<file path="config.mk">
export PLATFORM = sky130hd
export DESIGN_NAME = ledger_datapath
export DESIGN_NICKNAME = d
export VERILOG_FILES = /design/src/rtl/ledger_datapath.sv
export SDC_FILE = /design/constraint.sdc
export NUM_CORES = 1
export LEC_CHECK = 0
export ABC_CLOCK_PERIOD_IN_PS = 4500
export CAP_MARGIN = 30
export CELL_PAD_IN_SITES_DETAIL_PLACEMENT = 1
export CELL_PAD_IN_SITES_GLOBAL_PLACEMENT = 2
export CORE_MARGIN = 1.5
export CORE_UTILIZATION = 25
export DETAILED_ROUTE_END_ITERATION = 16
export PLACE_DENSITY = 0.8
export SLEW_MARGIN = 40
export SYNTH_ARGS = -nofsm -noshare
export SYNTH_HDL_FRONTEND = slang
export SYNTH_SLANG_ARGS = --single-unit
</file>
<file path="constraint.sdc">
create_clock -name clock -period 4.5 [get_ports clock]
set_input_delay 0.45 -clock clock [delete_from_list [all_inputs] [get_ports clock]]
set_output_delay 0.45 -clock clock [all_outputs]
set_load 0.05 [all_outputs]
</file>
<file path="src/rtl/ledger_datapath.sv">
// ledger_datapath: N-player coin ledger with argument/funds/key checks and atomic commit.
// Optional RECV_OVERFLOW_CHECK_EN: reject transfers that would overflow the receiver balance.
module ledger_datapath #(
    parameter int N_PLAYERS = 4,
    parameter int W         = 8,
    parameter int ROUNDS    = 4,
    parameter int PW        = $clog2(N_PLAYERS)
) (
    input  logic                       clock,
    input  logic                       resetn,
    input  logic                       load_ledger,
    input  logic [N_PLAYERS*3*W-1:0]   memory_values,
    input  logic [16*W-1:0]            random_table,
    input  logic                       start,
    input  logic [PW-1:0]              sender,
    input  logic [PW-1:0]              receiver,
    input  logic [W-1:0]               amount,
    input  logic [W-1:0]               key,
    output logic                       busy,
    output logic                       done,
    output logic [1:0]                 status,
    output logic [N_PLAYERS*3*W-1:0]   result_out,
    output logic [15:0]                tx_count
);

    localparam int RW = $clog2(ROUNDS + 1);
    localparam int SW = 3 * W;

    typedef enum logic [1:0] {IDLE, CHECK, HASH, REPORT} state_t;

    state_t state, state_next;

    logic [W-1:0]  priv_key [N_PLAYERS];
    logic [W-1:0]  pub_key  [N_PLAYERS];
    logic [W-1:0]  balance  [N_PLAYERS];

    logic [PW-1:0] tx_sender;
    logic [PW-1:0] tx_receiver;
    logic [W-1:0]  tx_amount;
    logic [W-1:0]  h;
    logic [W-1:0]  h_next;
    logic [RW-1:0] round;
    logic          arg_err;
    logic          funds_err;
    logic          last_round;
    logic          key_ok;
`ifdef RECV_OVERFLOW_CHECK_EN
    logic [W:0]    rx_sum;
`endif

    // Request validation and one table-hash round on the latched request
    always_comb begin
        arg_err = (tx_sender == tx_receiver)
               || (int'(tx_sender) >= N_PLAYERS)
               || (int'(tx_receiver) >= N_PLAYERS);
`ifdef RECV_OVERFLOW_CHECK_EN
        rx_sum  = {1'b0, balance[tx_receiver]} + {1'b0, tx_amount};
        arg_err = arg_err || rx_sum[W];
`endif
        funds_err  = tx_amount > balance[tx_sender];
        h_next     = {h[W-2:0], h[W-1]}
                   ^ random_table[int'(h[3:0]) * W +: W];
        last_round = (round == RW'(ROUNDS - 1));
        key_ok     = (h_next == pub_key[tx_sender]);
    end

    // State register
    always_ff @(posedge clock) begin
        if (!resetn) state <= IDLE;
        else         state <= state_next;
    end

    // Next-state logic; load_ledger has priority over start in IDLE
    always_comb begin
        state_next = state;
        case (state)
            IDLE:    if (!load_ledger && start) state_next = CHECK;
            CHECK:   state_next = (arg_err || funds_err) ? REPORT : HASH;
            HASH:    if (last_round) state_next = REPORT;
            REPORT:  state_next = IDLE;
            default: state_next = IDLE;
        endcase
    end

    assign busy = (state != IDLE);
    assign done = (state == REPORT);

    // Ledger image, request latch, hash state, status and commit
    always_ff @(posedge clock) begin
        if (!resetn) begin
            tx_sender   <= '0;
            tx_receiver <= '0;
            tx_amount   <= '0;
            h           <= '0;
            round       <= '0;
            status      <= 2'd0;
            tx_count    <= 16'd0;
            for (int p = 0; p < N_PLAYERS; p++) begin
                priv_key[p] <= '0;
                pub_key[p]  <= '0;
                balance[p]  <= '0;
            end
        end else begin
            case (state)
                IDLE: begin
                    if (load_ledger) begin
                        for (int p = 0; p < N_PLAYERS; p++) begin
                            {priv_key[p], pub_key[p], balance[p]} <=
                                memory_values[(N_PLAYERS-1-p)*SW +: SW];
                        end
                    end else if (start) begin
                        tx_sender   <= sender;
                        tx_receiver <= receiver;
                        tx_amount   <= amount;
                        h           <= key;
                        round       <= '0;
                    end
                end
                CHECK: begin
                    if (arg_err)        status <= 2'd3;
                    else if (funds_err) status <= 2'd1;
                end
                HASH: begin
                    h     <= h_next;
                    round <= round + 1'b1;
                    if (last_round) begin
                        if (key_ok) begin
                            balance[tx_sender]   <= balance[tx_sender] - tx_amount;
                            balance[tx_receiver] <= balance[tx_receiver] + tx_amount;
                            tx_count             <= tx_count + 16'd1;
                            status               <= 2'd0;
                        end else begin
                            status <= 2'd2;
                        end
                    end
                end
                default: ;
            endcase
        end
    end

    // Repack the ledger for the output bus
    always_comb begin
        result_out = '0;
        for (int p = 0; p < N_PLAYERS; p++) begin
            result_out[(N_PLAYERS-1-p)*SW +: SW] = {priv_key[p], pub_key[p], balance[p]};
        end
    end

endmodule

</file>
Fig. 1: close-up of the layout
Region (25, 124) to (75, 174) um. Cells in grey, sequential cells in the stronger grey; small squares are vias.
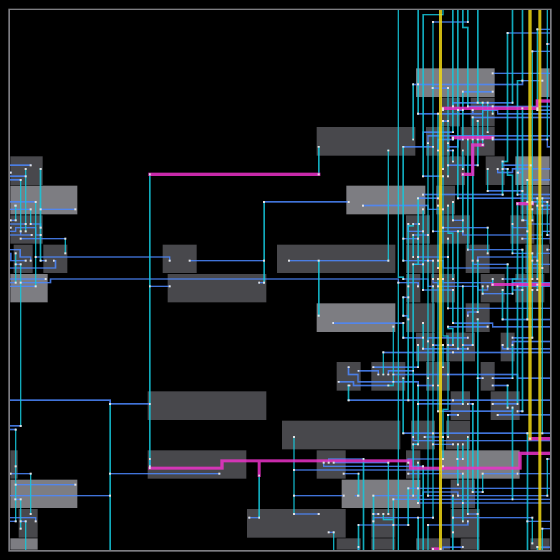
Blue marks met1. Yellow marks met4. Cyan marks met2. Magenta marks met3.
Netlist names of flops here include result_out (5), tx_count (2). Most frequent: nand4_1 (10), dfxtp_1 (7), nand3_1 (5). Sequential cells in the window: 7. 56 logic cells have their middle in the window.

Fig. 2: the clock network
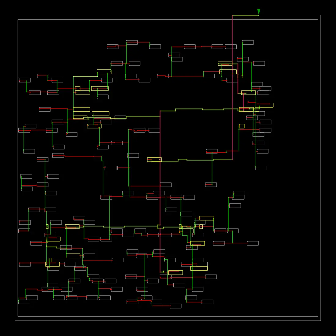
count of sequential standard cells: 139
Worst-Skew Late Latency: 0.45 ns
number of clock buffer instances in the layout: 19
clk pwr: 0.00158 W

Fig. 3: PDN straps and rails
Pins as bars on the die edge.
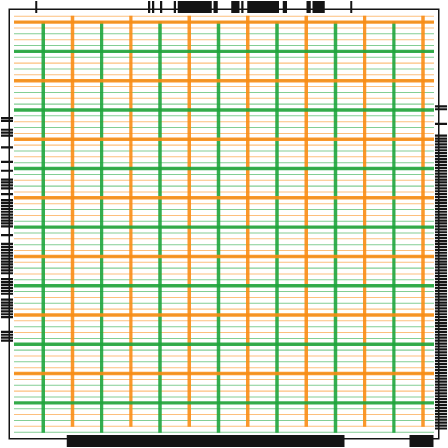
Green marks VSS. Orange marks VDD.
364 signal pins sit on the boundary. The core has 71 rows. 14 straps on met5. 72 met1 rails follow the rows.

==> summary.txt <==
Results of the flow run.

The flow ran to the end, and the final reports show no timing, DRC or antenna violations. Per the timing report, the most critical flop-to-flop path originates at h[3]. Per the run report, area growth between synthesis and finish was 49.8%. Averaged over all synthesized cells, the footprint is about 8.1 sq um.

TritonCTS built the clock tree. The final power report lists total power as approximately 0.0073 W. Per the detail_route report, vias per standard cell equal around 5.3. The chip area line in the Yosys stat output reads ~9600 sq um.

The TritonCTS buffer count stands at 17. The number of antenna violations at the first check in global routing stands at 2. The final layout net count stands at 1766.

Ranked by total cell area, the synthesized netlist is headed by sky130_fd_sc_hd__dfxtp_1 29%, sky130_fd_sc_hd__mux4_2 11%, sky130_fd_sc_hd__nand2_1 8.5%, sky130_fd_sc_hd__a21oi_1 5.6%, sky130_fd_sc_hd__nand4_1 3.8%. The number of vias after detailed routing stands at approximately 11000. Cells with a size suffix above 1 make up under 10% of the layout. The worst register-to-register path has a depth of 9. In this run, post-CTS hold repair placed 0 buffers.

The maximum buffer depth of the clock tree stands at 2. The row count stands at between 70 and 80. The clock skew stands at about 0.016 ns. The critical path starts at h[3]. Counting endpoints that fail hold in the final report gives 0.

The region available for standard cell placement spans about 38000 sq um. The clock tree has to reach 139 sinks. The arrival time of the worst setup path stands at ~4.2 ns. The global placer's final weighted congestion stands at between 0.8 and 0.9. Endpoints with negative setup slack in the final report add up to 0. The highest clock frequency the design can meet stands at roughly 260 MHz.

Per the detail_route report, routed wire per instance is 21.6 um. Setup repair after global routing left no endpoint under its margin. The tree is rooted in a sky130_fd_sc_hd__clkbuf_16. For this run the aggregate overflow at the end of global routing stands at 0.

Of all flip-flops after synthesis, the portion carrying an async set or reset was 0%. After detailed placement, the design holds a cell count of about 2000. The tightest hold path in the finished design has a slack of roughly 0.45 ns. The first global-routing pass estimated around 66 mm of wire. The tightest min-delay check is of the reg -> reg type. The share of the Yosys chip area taken by registers is 29.0%. The number of DRC markers after the initial detailed-route iteration stands at approximately 530. By startpoint and endpoint, the worst setup path is classified as reg -> reg. Sorting the Yosys area breakdown by cell type puts at the top sky130_fd_sc_hd__dfxtp_1. The total routing resource utilization after global routing stands at 22.0%. The detail route stage leaves a number of antenna-violating nets equal to 0. The maximum number of pins on one net before global-route repair stands at 94.

After layout, the worst path uses between 80% and 90% of the clock period. In this run the VDD rail shows a maximum IR drop of around 0.00031 V. The pin closest to its max-slew limit shows a slew of between 0.8 and 0.9 ns. Leaving out fill and tap cells, the most frequent cells in the layout are 362 x sky130_fd_sc_hd__clkdlybuf4s50_1, 216 x sky130_fd_sc_hd__nand2_1, 138 x sky130_fd_sc_hd__dfxtp_1. The gate count after technology mapping stands at 1178. The worst setup path is launched from a flip-flop. The tally of filler cells in the layout stands at about 4400. The worst setup slack after placement stands at about 0.63 ns. The number of gates resized after CTS was 0. In the post-route report, total wirelength is listed as about 44 mm. Port buffering added ~360 buffers. The max-slew violation count stands at 0. The number of synthesized register bits stands at between 100 and 150. For the finished layout, the period the worst path requires is between 3 and 4 ns. Once the clock tree was built, the setup fixing pass inserted 0 buffers. The net count after synthesis stands at approximately 1500.

The count of flip-flops with a built-in enable after synthesis stands at 0. The synthesized cell area stands at 9580 sq um. The flow reported a cell area power density of a little over 500 nW/um^2. The warning tally printed by Yosys for this design is 0. Across all stage logs, warnings added up to 29.

The static power due to leakage stands at slightly above 5 nW. Once routing completed, OpenROAD measured the worst setup slack at 0.656 ns. The area of all placed cells without fillers stands at 14300 sq um. The report lists the cells along the critical path as buf_4, mux4_2, mux2i_1, mux2_2, xnor3_1, nor4_1, nand3_1, a2111oi_0, nand3b_1. In the log, the iteration count for the first detailed-route pass is 7. The count of unresolved DRC violations after routing stands at 0. In this design, the stage delay of the slowest critical-path cell is between 0.6 and 0.7 ns.

The worst pin sits at a relative slew slack of 42.9%. STA lists the endpoint of the worst register-to-register path as result_out[55]. The sum of net half-perimeters after detailed placement stands at 32.7 mm.

The cell family contributing the most delay on the critical path is simple AND/OR/NAND/NOR gates. Looking at the clock tree report, the H-tree level count equals 4. The worst setup path is captured at a flip-flop. The die extent in x stands at a little under 200 um.
Fig. 4: sequential cells grouped by signal name
Other sequential cells in the stronger grey, the rest of the logic in the fainter grey.
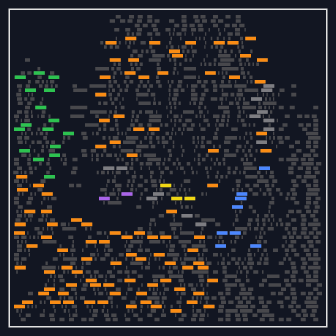
Blue marks h, sequential cells 8. Green marks tx_count, sequential cells 16. Yellow marks round, sequential cells 3. Orange marks result_out, sequential cells 96. Purple marks state, sequential cells 2.

Fig. 5: logic cells by family
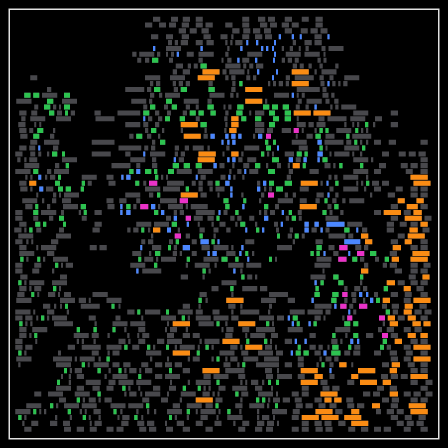
Blue marks NOR gates, cells 112. Magenta marks AND-OR and OR-AND gates, cells 17. Green marks inverting AOI/OAI gates, cells 230, where all over the die. Orange marks multiplexers, cells 90.
final cell count without fillers: 2019
share of cell area taken by multi-input logic gates: 43.9%
highest-count logic cell in the final layout: sky130_fd_sc_hd__clkdlybuf4s50_1

[where the power goes]
group	switching (W)	total [W]	internal, W
combinational	0.00246	0.00396	0.00151
clock	0.000598	0.00158	0.000979
sequential	0.000307	0.00178	0.00147
[layout make-up]
class	instances	area (sq um)	share of cell area (%)
Timing Repair Buffer	392	3870	27.0
Tap cell	511	639	4.46
Inverter	30	118	0.820
Clock inverter	11	194	1.35
Antenna cell	3	7.51	0.0523
Sequential cell	139	2780	19.4
Clock buffer	19	433	3.02
Multi-Input combinational cell	914	6300	43.9
[state kept, by name, summed over array words and instances (netlist names)]
| name | cells |
|---|---|
| state | 2 |
| round | 3 |
| h | 8 |
| status | 2 |
| tx_amount | 8 |
| tx_count | 16 |
| tx_receiver | 2 |
| result_out | 96 |
| tx_sender | 2 |
[cell usage after synthesis, drive strengths merged, types with 11 or more instances]
cell type,n
mux2,17
or4,12
and3,13
nor2,77
a21oi,107
nand2b,19
mux2i,27
xnor2,15
nand3,72
ha,22
dfxtp,139
o211ai,18
nand2,217
mux4,46
clkbuf,69
o21ai,20
nor3,16
inv,29
a31oi,11
a221oi,15
nand4,58
buf,26
nor4,12
[cell families (layout without fill, tap and decap cells)]
group,count (synthesis),after routing,share of synthesized area [%]
buffers and inverters,125,452,5.51
and+or+nand+nor,528,528,26.5
other,0,3,0
xor gates and xnor gates,25,25,3.15
AOI/OAI and AO/OA,247,247,16.8
muxes,90,90,15.7
adders and majority gates,24,24,3.29
DFF,139,139,29.0
[layer usage]
metal / global-route usage [%] / vias to the layer above / routed length [um]
li1: - / 4996 / -
met1: 27.0 / 5245 / 18500
met2: 36.8 / 367 / 21200
met3: 5.32 / 58 / 2870
met4: 8.84 / 0 / 1180
met5: 0 / - / 0
Power is estimated from default activity; no workload was simulated.
